==> config.mk <==
export PLATFORM = sky130hd
export DESIGN_NAME = serial_word_rx
export DESIGN_NICKNAME = d
export VERILOG_FILES = /design/src/rtl/serial_rx_pkg.sv /design/src/rtl/bit_sync.sv /design/src/rtl/d_shift_left_load.sv /design/src/rtl/serial_word_rx.sv
export SDC_FILE = /design/constraint.sdc
export NUM_CORES = 1
export LEC_CHECK = 0
export CORE_MARGIN = 4
export CORE_UTILIZATION = 40
export CTS_CLUSTER_DIAMETER = 200
export CTS_CLUSTER_SIZE = 28
export DETAILED_ROUTE_END_ITERATION = 8
export SETUP_SLACK_MARGIN = 0.4
export SLEW_MARGIN = 20
export SYNTH_ARGS = -nofsm -noshare
export SYNTH_HDL_FRONTEND = slang
export SYNTH_SLANG_ARGS = --single-unit
==> constraint.sdc <==
create_clock -name clk -period 1.4 [get_ports clk]
set_input_delay 0.28 -clock clk [delete_from_list [all_inputs] [get_ports clk]]
set_output_delay 0.28 -clock clk [all_outputs]
set_load 0.02 [all_outputs]
==> src/rtl/serial_rx_pkg.sv <==
// Shared types and constants for the serial word receiver.
package serial_rx_pkg;

   typedef enum logic {IDLE, SHIFT} serial_rx_state_t;

   localparam int unsigned SYNC_STAGES = 2;

endpackage

==> src/rtl/bit_sync.sv <==
// Multi-flop synchronizer for asynchronous inputs, with a selectable reset value.
module bit_sync
   import serial_rx_pkg::*;
#(
   parameter int unsigned WIDTH = 1,
   parameter logic [WIDTH-1:0] RST_VAL = '0
) (
   input  logic             clk,
   input  logic             rst,
   input  logic [WIDTH-1:0] d,
   output logic [WIDTH-1:0] q
);

   logic [SYNC_STAGES-1:0][WIDTH-1:0] stage;

   always_ff @(posedge clk or posedge rst) begin
      if (rst) begin
         stage <= {SYNC_STAGES{RST_VAL}};
      end else begin
         stage <= {stage[SYNC_STAGES-2:0], d};
      end
   end

   assign q = stage[SYNC_STAGES-1];

endmodule

==> src/rtl/d_shift_left_load.sv <==
// Shift-left register with synchronous parallel load; load has priority over shift.
module d_shift_left_load #(
   parameter int unsigned WIDTH = 8
) (
   input  logic             clk,
   input  logic             rst,
   input  logic             load,
   input  logic [WIDTH-1:0] load_val,
   input  logic             shift,
   input  logic             d,
   output logic [WIDTH-1:0] q
);

   always_ff @(posedge clk or posedge rst) begin
      if (rst) begin
         q <= '0;
      end else if (load) begin
         q <= load_val;
      end else if (shift) begin
         q <= WIDTH'({q, d});
      end
   end

endmodule

==> src/rtl/serial_word_rx.sv <==
// Receives MSB-first framed serial words from an asynchronous shift clock and
// delivers them in the clk domain with valid/pending/overrun/frame-error status.
module serial_word_rx
   import serial_rx_pkg::*;
#(
   parameter int unsigned WIDTH = 8
) (
   input  logic             clk,
   input  logic             rst,
   input  logic             ser_clk,
   input  logic             ser_cs_n,
   input  logic             ser_d,
   input  logic             word_ack,
   output logic [WIDTH-1:0] word,
   output logic             word_valid,
   output logic             pending,
   output logic             overrun,
   output logic             frame_err
);

   localparam int unsigned CNT_W = $clog2(WIDTH);

   logic             sclk_sync;
   logic             sclk_dly;
   logic             cs_n_sync;
   logic             d_sync;
   logic             rise_c;
   logic [WIDTH-1:0] sr;
   logic [CNT_W-1:0] cnt;

   serial_rx_state_t state;
   serial_rx_state_t next_state;
   logic             load_c;
   logic             shift_c;
   logic             done_c;
   logic             ferr_c;

   bit_sync #(.WIDTH(1), .RST_VAL(1'b0)) u_sclk_sync (
      .clk (clk), .rst (rst), .d (ser_clk), .q (sclk_sync)
   );

   bit_sync #(.WIDTH(1), .RST_VAL(1'b1)) u_cs_sync (
      .clk (clk), .rst (rst), .d (ser_cs_n), .q (cs_n_sync)
   );

   bit_sync #(.WIDTH(1), .RST_VAL(1'b0)) u_d_sync (
      .clk (clk), .rst (rst), .d (ser_d), .q (d_sync)
   );

   // Edge detect on the synchronized shift clock; d_sync is aligned with rise_c.
   always_ff @(posedge clk or posedge rst) begin
      if (rst) begin
         sclk_dly <= 1'b0;
      end else begin
         sclk_dly <= sclk_sync;
      end
   end

   assign rise_c = sclk_sync & ~sclk_dly;

   d_shift_left_load #(.WIDTH(WIDTH)) u_sr (
      .clk      (clk),
      .rst      (rst),
      .load     (load_c),
      .load_val ('0),
      .shift    (shift_c),
      .d        (d_sync),
      .q        (sr)
   );

   always_ff @(posedge clk or posedge rst) begin
      if (rst) begin
         state <= IDLE;
      end else begin
         state <= next_state;
      end
   end

   // Deselect takes priority over a coincident shift edge.
   always_comb begin
      next_state = state;
      load_c     = 1'b0;
      shift_c    = 1'b0;
      done_c     = 1'b0;
      ferr_c     = 1'b0;
      case (state)
         IDLE: begin
            if (!cs_n_sync) begin
               next_state = SHIFT;
               load_c     = 1'b1;
            end
         end
         SHIFT: begin
            if (cs_n_sync) begin
               next_state = IDLE;
               ferr_c     = (cnt != '0);
            end else if (rise_c) begin
               shift_c = 1'b1;
               done_c  = (cnt == CNT_W'(WIDTH - 1));
            end
         end
         default: next_state = IDLE;
      endcase
   end

   // Bit counter wraps on word completion so a frame may carry several words.
   always_ff @(posedge clk or posedge rst) begin
      if (rst) begin
         cnt <= '0;
      end else if (load_c) begin
         cnt <= '0;
      end else if (shift_c) begin
         cnt <= done_c ? '0 : cnt + CNT_W'(1);
      end
   end

   always_ff @(posedge clk or posedge rst) begin
      if (rst) begin
         word       <= '0;
         word_valid <= 1'b0;
         frame_err  <= 1'b0;
         pending    <= 1'b0;
         overrun    <= 1'b0;
      end else begin
         word_valid <= done_c;
         frame_err  <= ferr_c;
         if (done_c) begin
            word <= WIDTH'({sr, d_sync});
         end
         if (done_c) begin
            pending <= 1'b1;
         end else if (word_ack) begin
            pending <= 1'b0;
         end
         // A coincident ack retires the previous word, so no overrun.
         if (done_c && pending && !word_ack) begin
            overrun <= 1'b1;
         end else if (word_ack) begin
            overrun <= 1'b0;
         end
      end
   end

endmodule

### Sequential cells grouped by signal name, run 1

Scale: 10 px per µm. Other sequential cells in the stronger gray, the rest of the logic in the fainter gray.
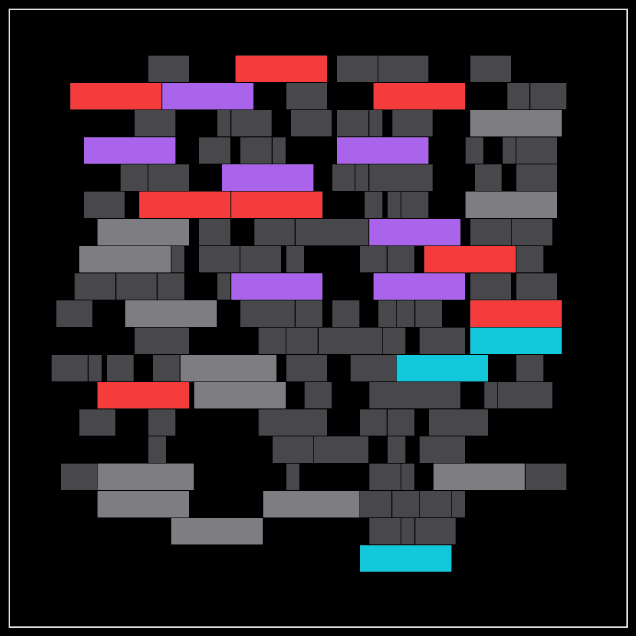
purple -> u_sr.q  # sequential cells 7
red -> word  # sequential cells 8
cyan -> cnt  # sequential cells 3
not colored = 12
seq pwr: 0.909 mW
Final Util: 60.9%

### Metal 3, run 1

Scale: 6 px per µm.
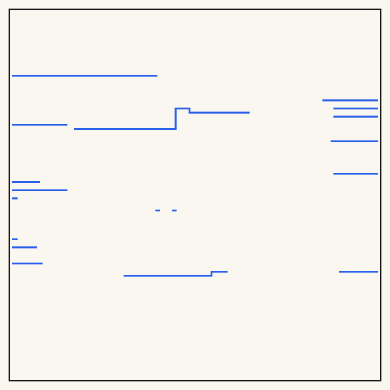
nets with wire on the layer = 15
wire length on this layer = 152 µm
longest straight run = 23.9 µm
share of all routed wire = 6.9%
via count: 803
GR Util met3: 6.71%
DRT Wirelength: 2200 µm

### Sequential cells colored by instance or generate block, run 1

Scale: 6 px per µm. Other sequential cells in the stronger gray, the rest of the logic in the fainter gray.
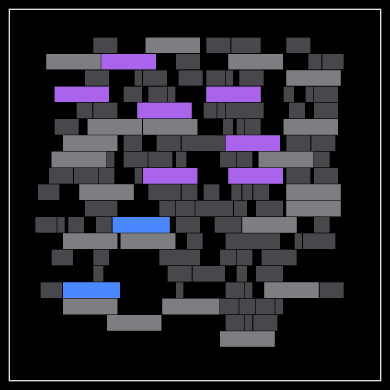
blue -> u_cs_sync  # sequential cells 2
purple -> u_sr  # sequential cells 7
not colored = 21
Non-Filler Instances: 157
die area: 0.00380 mm²

==> impl_metrics.env, run 1 <==
# implementation run metrics
export IMPL_status="complete, no violations"
export IMPL_postCtsHoldBufs=0
export IMPL_power_switching_mw=0.396
export IMPL_largest_reg_flops=8
export IMPL_crit_family="flip-flops"
export IMPL_postSynthCellCount=89
export IMPL_h_tree_depth=2
export IMPL_max_freq_mhz=751
export IMPL_seq_power_share_pct=57.0
export IMPL_drv_cap=0
export IMPL_cts_buffer_depth=2
export IMPL_post_drt_via_cell_ratio=5.11
export IMPL_combPwrFrac_pct=8.4
export IMPL_start_kind="register"
export IMPL_mux_area_share_pct=7.83
export IMPL_wl_per_cell_um=14.0
export IMPL_crit_type="reg -> reg"
export IMPL_crit_chain="ha_2 -> ha_4 -> nand3_4 -> inv_2 -> mux2_4"
export IMPL_cpPeakStageDelay_ns=0.36
export IMPL_regMostFlops="word"
export IMPL_diodes=0
export IMPL_end_kind="register"
export IMPL_fp_nets=98
export IMPL_antenna_found_initial=0
export IMPL_warning_count=30
export IMPL_numCtsBuffers=5
export IMPL_grt_max_degree=21
export IMPL_drc=0
export IMPL_rows=19
export IMPL_compound_area_share_pct=8.26
export IMPL_grt_pass1_wl_um=3560
export IMPL_fp_dieH_um=61.6
export IMPL_fp_util_pct=41.7
export IMPL_top_regs="word x8, u_sr.q x7, cnt x3"
export IMPL_ys_warnings_count=0
export IMPL_lay_top_count="dfrtp_1"
export IMPL_xor_share_pct=0
export IMPL_io_buffers=17
export IMPL_power_density_mw_per_mm2=949
export IMPL_critPathRequiredTime_ns=1.62
export IMPL_internal_power_mw=1.20
export IMPL_min_period_over_period_pct=95.1
export IMPL_clkPwrFrac_pct=34.5
export IMPL_finClkSkew_ns=0.00984
export IMPL_worst_pin_slew_ns=0.257
export IMPL_ys_flops=30
export IMPL_synth_cell_type_count=24
export IMPL_yosys_area_mm2=0.00115
export IMPL_nets=134
export IMPL_firstDrtPassIters=4
## run 1: synth_stat cells, drive strengths merged
| cell type | count | share of area, % |
|---|---|---|
| o31ai | 2 | 1.3 |
| inv | 7 | 2.3 |
| o2bb2ai | 1 | 0.76 |
| nand4b | 2 | 1.5 |
| nand2b | 1 | 0.54 |
| nand3b | 1 | 0.65 |
| a21oi | 7 | 3.0 |
| or3b | 1 | 0.76 |
| a211oi | 1 | 0.65 |
| clkbuf | 2 | 0.65 |
| dfstp | 2 | 4.6 |
| nand3 | 2 | 2.0 |
| and2 | 1 | 0.54 |
| nand2 | 12 | 3.9 |
| o311ai | 1 | 0.76 |
| nor2 | 1 | 0.33 |
| mux2 | 8 | 7.8 |
| buf | 1 | 0.43 |
| ha | 3 | 3.3 |
| dfrtp | 28 | 61 |
| o21ai | 4 | 1.7 |
| nor3b | 1 | 1.6 |
## run 1: power groups by stage
stage	clock network (mW)	registers (mW)	logic, mW
final	0.551	0.909	0.134
after global routing	0.610	0.913	0.147
after CTS	0.566	0.908	0.118
after detailed placement	0	0.922	0.101
after global placement	0	0.921	0.0986
after floorplan	0	0.923	0.0485
## run 1: path summary, 6_finish.rpt
path | from | endpoint | slack, ns
max in group asynchronous | rst | word[7] | 0.91
setup reg to reg | cnt[0] | word[0] | 0.07
setup / recovery | cnt[0] | word[0] | 0.07
hold / removal | rst | sclk_dly | 0.24
hold reg to reg | u_sclk_sync.stage[0] | u_sclk_sync.q | 0.36
min in group clk | ser_cs_n | u_cs_sync.stage[0] | 0.35
## run 1: repair_timing
action                                  in CTS  in global routing
resized                                     78                 21
endpoints found under the setup margin      33                 34
buffers inserted                             6                  0
hold endpoints to repair                     0                  0
cloned                                       1                  0
pin swaps                                    5                 10
## run 1: per-stage QoR
stage / cells / hold slack [ns] / utilization, % / setup slack, ns / total power [mW]
global route: 157 / 0.265 / 60.9 / 0.0124 / 1.67
finish: 157 / 0.241 / 60.9 / 0.0683 / 1.59
detailed placement: 142 / 0.336 / 51.8 / 0.0357 / 1.02
floorplan: 89 / 0.284 / - / 0.100 / 0.971
CTS: 157 / 0.241 / 58.5 / 0.0450 / 1.59
global placement: 142 / 0.331 / 51.8 / 0.0445 / 1.02
## run 1: per-layer routing
metal	global-route usage, %	wire length (µm)	vias to the layer above
met3	6.71	151	4
met4	6.36	33	0
met1	16.0	933	399
met2	21.1	1080	20
li1	-	-	380
met5	0	0	-
## run 1: kinds of logic after synthesis
kind of cell / count (synthesis)
flops: 30
simple gates: 22
fa+ha+maj: 3
mux: 8
compound gates: 16
buf+inv: 10
## run 1: tightest hold or removal path: cells and delay by family
kind,cells,cell delay [ns]
buffers and inverters,3,0.65
## run 1: area by class of cell
| type | count | area [µm²] | share of cell area [%] |
|---|---|---|---|
| clock inverters | 2 | 12.5 | 0.745 |
| flip-flops and latches | 30 | 754 | 44.9 |
| multi-input cells | 50 | 482 | 28.7 |
| inverters | 7 | 26.3 | 1.56 |
| well taps | 31 | 38.8 | 2.31 |
| repair buffers | 31 | 314 | 18.7 |
| clock buffers | 6 | 51.3 | 3.06 |
==> inputs of run 2 (changes only) <==
Settings changed: CTS_CLUSTER_SIZE 28 to 25.
### Sequential cells colored by instance or generate block, run 2

Scale: 6 px per µm. Other sequential cells in the stronger gray, the rest of the logic in the fainter gray.
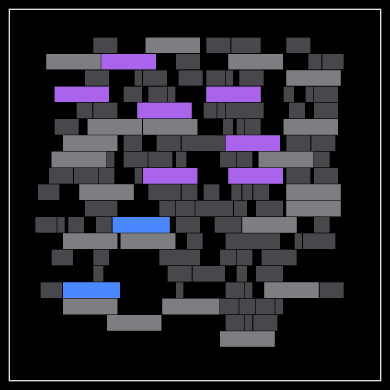

### Metal 3, run 2

Scale: 6 px per µm.
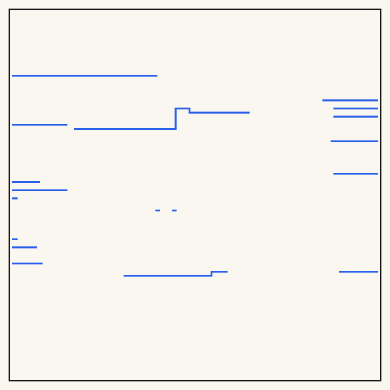
share of all routed wire = 6.9%
longest straight run = 23.9 µm
nets with wire on the layer = 15
wire length on this layer = 152 µm
main direction = horizontal

==> run 2 against run 1 <==
Effect of this change: sequential power hardly changed; power stayed put; fmax stayed put; register-to-register slack hardly changed; core utilization stayed put; clock power hardly changed; synthesized area stayed put; wire length stayed put; via count stayed put; largest cell class unchanged.
==> impl_metrics.env, run 2 <==
# implementation run metrics
export IMPL_ys_flop_type="dfrtp_1"
export IMPL_common_cells="dfrtp_1 (28), nand2_1 (12), a21oi_1 (7), inv_1 (7), mux2_2 (7)"
export IMPL_diodes=0
export IMPL_lay_top_count="dfrtp_1"
export IMPL_vias=803
export IMPL_min_period_over_period_pct=95.1
export IMPL_cpPeakStageDelay_ns=0.36
export IMPL_start_kind="register"
export IMPL_yosysTopAreaCell="dfrtp_1"
export IMPL_warning_count=30
export IMPL_status="complete, no violations"
export IMPL_numCtsBuffers=5
export IMPL_dieArea_mm2=0.00380
export IMPL_synth_async_reset_ratio_pct=100
export IMPL_top_regs="word x8, u_sr.q x7, cnt x3"
export IMPL_io_buffers=17
export IMPL_area_leaders="dfrtp_1 (61%), mux2_2 (6.8%), dfstp_2 (4.6%), nand2_1 (3.9%), ha_1 (3.3%)"
export IMPL_synth_dominant_cell_count="dfrtp_1"
export IMPL_h_tree_depth=2
export IMPL_worst_pin_slew_ns=0.257
export IMPL_postSynthCellCount=89
export IMPL_final_util_pct=60.9
export IMPL_wl_per_cell_um=14.0
export IMPL_grt_max_degree=21
export IMPL_ys_flops=30
export IMPL_crit_family="flip-flops"
export IMPL_antenna_found_initial=0
export IMPL_fp_dieH_um=61.6
export IMPL_end_kind="register"
export IMPL_holdWs_ns=0.241
export IMPL_firstDrtPassIters=4
export IMPL_drv_cap=0
export IMPL_yosys_area_mm2=0.00115
export IMPL_stdcell_count=157
export IMPL_endpoint="word[0]"
export IMPL_max_freq_mhz=751
export IMPL_dp_cells=142
export IMPL_regMostFlops="word"
export IMPL_fp_util_pct=41.7
export IMPL_nets=134
==> run 2: worst min path at each step <==
stage          slack (ns)                  from            endpoint
5_1_grt              0.27                   rst            sclk_dly
2_1_floorplan        0.28              ser_cs_n  u_cs_sync.stage[0]
4_1_cts              0.24                   rst            sclk_dly
3_3_place_gp         0.33  u_sclk_sync.stage[0]       u_sclk_sync.q
3_5_place_dp         0.34  u_sclk_sync.stage[0]       u_sclk_sync.q
6_report             0.24                   rst            sclk_dly
==> run 2: cell families after synthesis <==
group / after synthesis / synth area share [%]
AOI/OAI and AO/OA: 16 / 8.26
adders and majority gates: 3 / 3.26
buffers and inverters: 10 / 3.37
DFF: 30 / 65.4
muxes: 8 / 7.83
and+or+nand+nor: 22 / 11.8
==> run 2: worst reg2reg max path, stage by stage, from the launching register on <==
cell and delay, ns:
dfrtp_1 0.36, ha_2 0.19, ha_4 0.17, nand3_4 0.11, inv_2 0.09, mux2_4 0.29
==> run 2: final cells by class <==
type,count,area [µm²],area share (%)
flip-flops and latches,30,754,44.9
repair buffers,31,314,18.7
well taps,31,38.8,2.31
inverters,7,26.3,1.56
multi-input cells,50,482,28.7
clock buffers,6,51.3,3.06
clock inverters,2,12.5,0.745
==> run 2: timing repair <==
action / in CTS / in global routing
gates cloned: 1 / 0
resized: 78 / 21
setup endpoints to repair: 33 / 34
pin swaps: 5 / 10
setup buffers: 6 / 0
hold endpoints to repair: 0 / 0
==> run 2: metrics by stage <==
step,power (mW),area (µm²),setup WS [ns]
final,1.59,1680,0.0683
after floorplan,0.971,1170,0.100
after global routing,1.67,1680,0.0124
after CTS,1.59,1610,0.0450
after detailed placement,1.02,1430,0.0357
after global placement,1.02,1430,0.0445
==> run 2: routing by layer <==
layer	up-vias	wire length (µm)	track usage (%)
met1	399	933	16.0
met2	20	1080	21.1
li1	380	-	-
met5	-	0	0
met3	4	151	6.71
met4	0	33	6.36
==> run 2: power breakdown <==
group | switching [mW] | internal (mW) | total [mW]
Combinational | 0.0679 | 0.0664 | 0.134
Sequential | 0.0187 | 0.890 | 0.909
Clock | 0.310 | 0.241 | 0.551
Total | 0.396 | 1.20 | 1.59
### Routed metal, one color a layer, run 2

Scale: 6 px per µm. Two of the layers only.
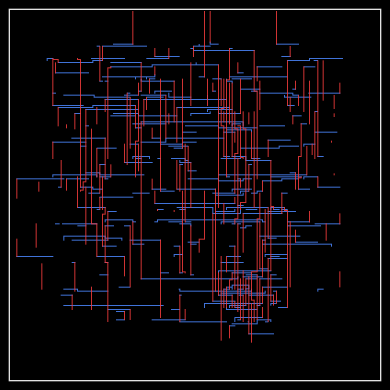

==> inputs of run 3 (changes only) <==
Settings changed: CORE_UTILIZATION 40 to 35.
### Routed metal, one color a layer, run 3

Scale: 6 px per µm. Two of the layers only.
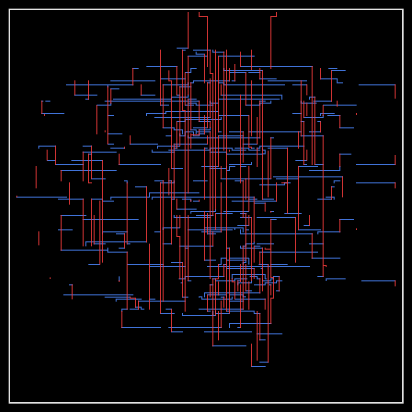
blue -> met1  # wire length 993 µm
red -> met2  # wire length 1110 µm
wire per inst: 12.9 µm
DRT Wirelength: 2320 µm
via count: 830
gr usage total: 12.5%

==> run 3 against run 2 <==
Effect of this change: synthesized cell count unchanged; largest cell class unchanged; critical path type unchanged; sequential power about the same; hold slack improved by 0.028 ns; first-iteration DRC count increased to 2.6 times the previous value; critical endpoint unchanged; synthesized area unchanged; largest power group unchanged; non-clock buffer count increased by 9.
==> impl_metrics.env, run 3 <==
# implementation run metrics
export IMPL_synth_dominant_cell_count="dfrtp_1"
export IMPL_firstDrtPassIters=4
export IMPL_lay_top_count="dfrtp_1"
export IMPL_fp_dieH_um=65.4
export IMPL_dieArea_mm2=0.00427
export IMPL_total_power_mw=1.57
export IMPL_diodes=0
export IMPL_io_buffers=17
export IMPL_ys_flop_type="dfrtp_1"
export IMPL_worstPathArrival_ns=1.57
export IMPL_grt_max_degree=31
export IMPL_antenna_found_initial=0
export IMPL_ys_sh_adder_pct=3.26
export IMPL_status="complete, no violations"
export IMPL_ys_flops=30
export IMPL_dp_slack_ns=-0.00999
export IMPL_min_period_over_period_pct=97.0
export IMPL_cpPeakStageDelay_ns=0.38
export IMPL_mux_area_share_pct=7.83
export IMPL_numCtsBuffers=5
export IMPL_crit_family="flip-flops"
export IMPL_end_kind="register"
export IMPL_drv_cap=0
export IMPL_hold_path_class="in -> async"
export IMPL_worst_pin_slew_ns=0.276
export IMPL_dp_cells=155
export IMPL_max_freq_mhz=737
export IMPL_top_logic_kind="simple AND/OR/NAND/NOR gates"
export IMPL_top_regs="word x8, u_sr.q x7, cnt x3"
export IMPL_start_kind="register"
export IMPL_nets=143
export IMPL_yosysTopAreaCell="dfrtp_1"
export IMPL_compound_area_share_pct=8.26
export IMPL_yosys_area_mm2=0.00115
### Sequential cells colored by instance or generate block, run 3

Scale: 6 px per µm. Other sequential cells in the stronger gray, the rest of the logic in the fainter gray.
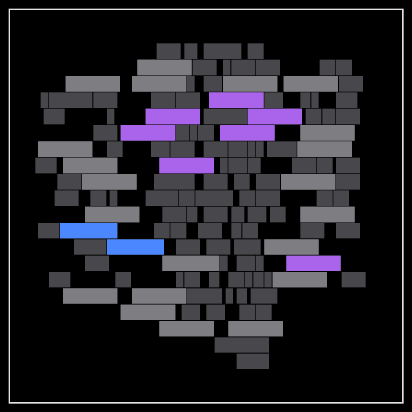
Final Util: 57.1%
Non-Filler Instances: 179

run 3: power by group:
group	switching [mW]	internal, mW
logic	0.0639	0.0715
registers	0.0189	0.890
clock network	0.275	0.247
total	0.358	1.21
run 3: worst register-to-register path: cells and delay by family (launching register included):
kind	cells	cell delay [ns]
and+or+nand+nor	1	0.11
DFF	1	0.38
adders and majority gates	2	0.37
buffers and inverters	1	0.09
muxes	1	0.29
run 3: what timing repair did:
item / CTS / global route
pin swaps: 4 / 10
gates resized: 72 / 28
endpoints found under the setup margin: 33 / 34
gates cloned: 1 / 0
setup buffers: 9 / 6
hold endpoints to repair: 0 / 0
run 3: stage by stage:
step / instance area, µm² / hold slack [ns]
final: 1770 / 0.269
after CTS: 1630 / 0.278
after detailed placement: 1460 / 0.339
after floorplan: 1170 / 0.284
after global placement: 1460 / 0.334
after global routing: 1770 / 0.293
run 3: logic make-up after synthesis:
logic type / after synthesis
AOI/OAI and AO/OA: 16
adders and majority gates: 3
buffers and inverters: 10
DFF: 30
muxes: 8
and+or+nand+nor: 22
run 3: per-layer routing:
| metal | routed length, µm | global-route usage (%) |
|---|---|---|
| met4 | 52 | 6.99 |
| met1 | 993 | 13.5 |
| met3 | 162 | 6.32 |
| met5 | 0 | 0 |
| met2 | 1110 | 19.6 |
run 3: layout make-up:
| class | instances | area (µm²) |
|---|---|---|
| well taps | 44 | 55.1 |
| multi-input cells | 50 | 467 |
| repair buffers | 40 | 409 |
| inverters | 7 | 26.3 |
| flip-flops and latches | 30 | 754 |
| clock buffers | 8 | 58.8 |
| fillers | 273 | 1330 |
run 3: final timing paths:
path	slack (ns)	end	cells past startpoint
worst max-delay path	0.04	word[0]	5
worst max register to register	0.04	word[0]	5
worst min register to register	0.36	u_sclk_sync.q	0
min in group clk	0.35	u_cs_sync.stage[0]	1
worst min-delay path	0.27	u_sr.q[1]	3
max in group asynchronous	0.88	u_cs_sync.stage[0]	3
Power and IR drop assume default switching activity.
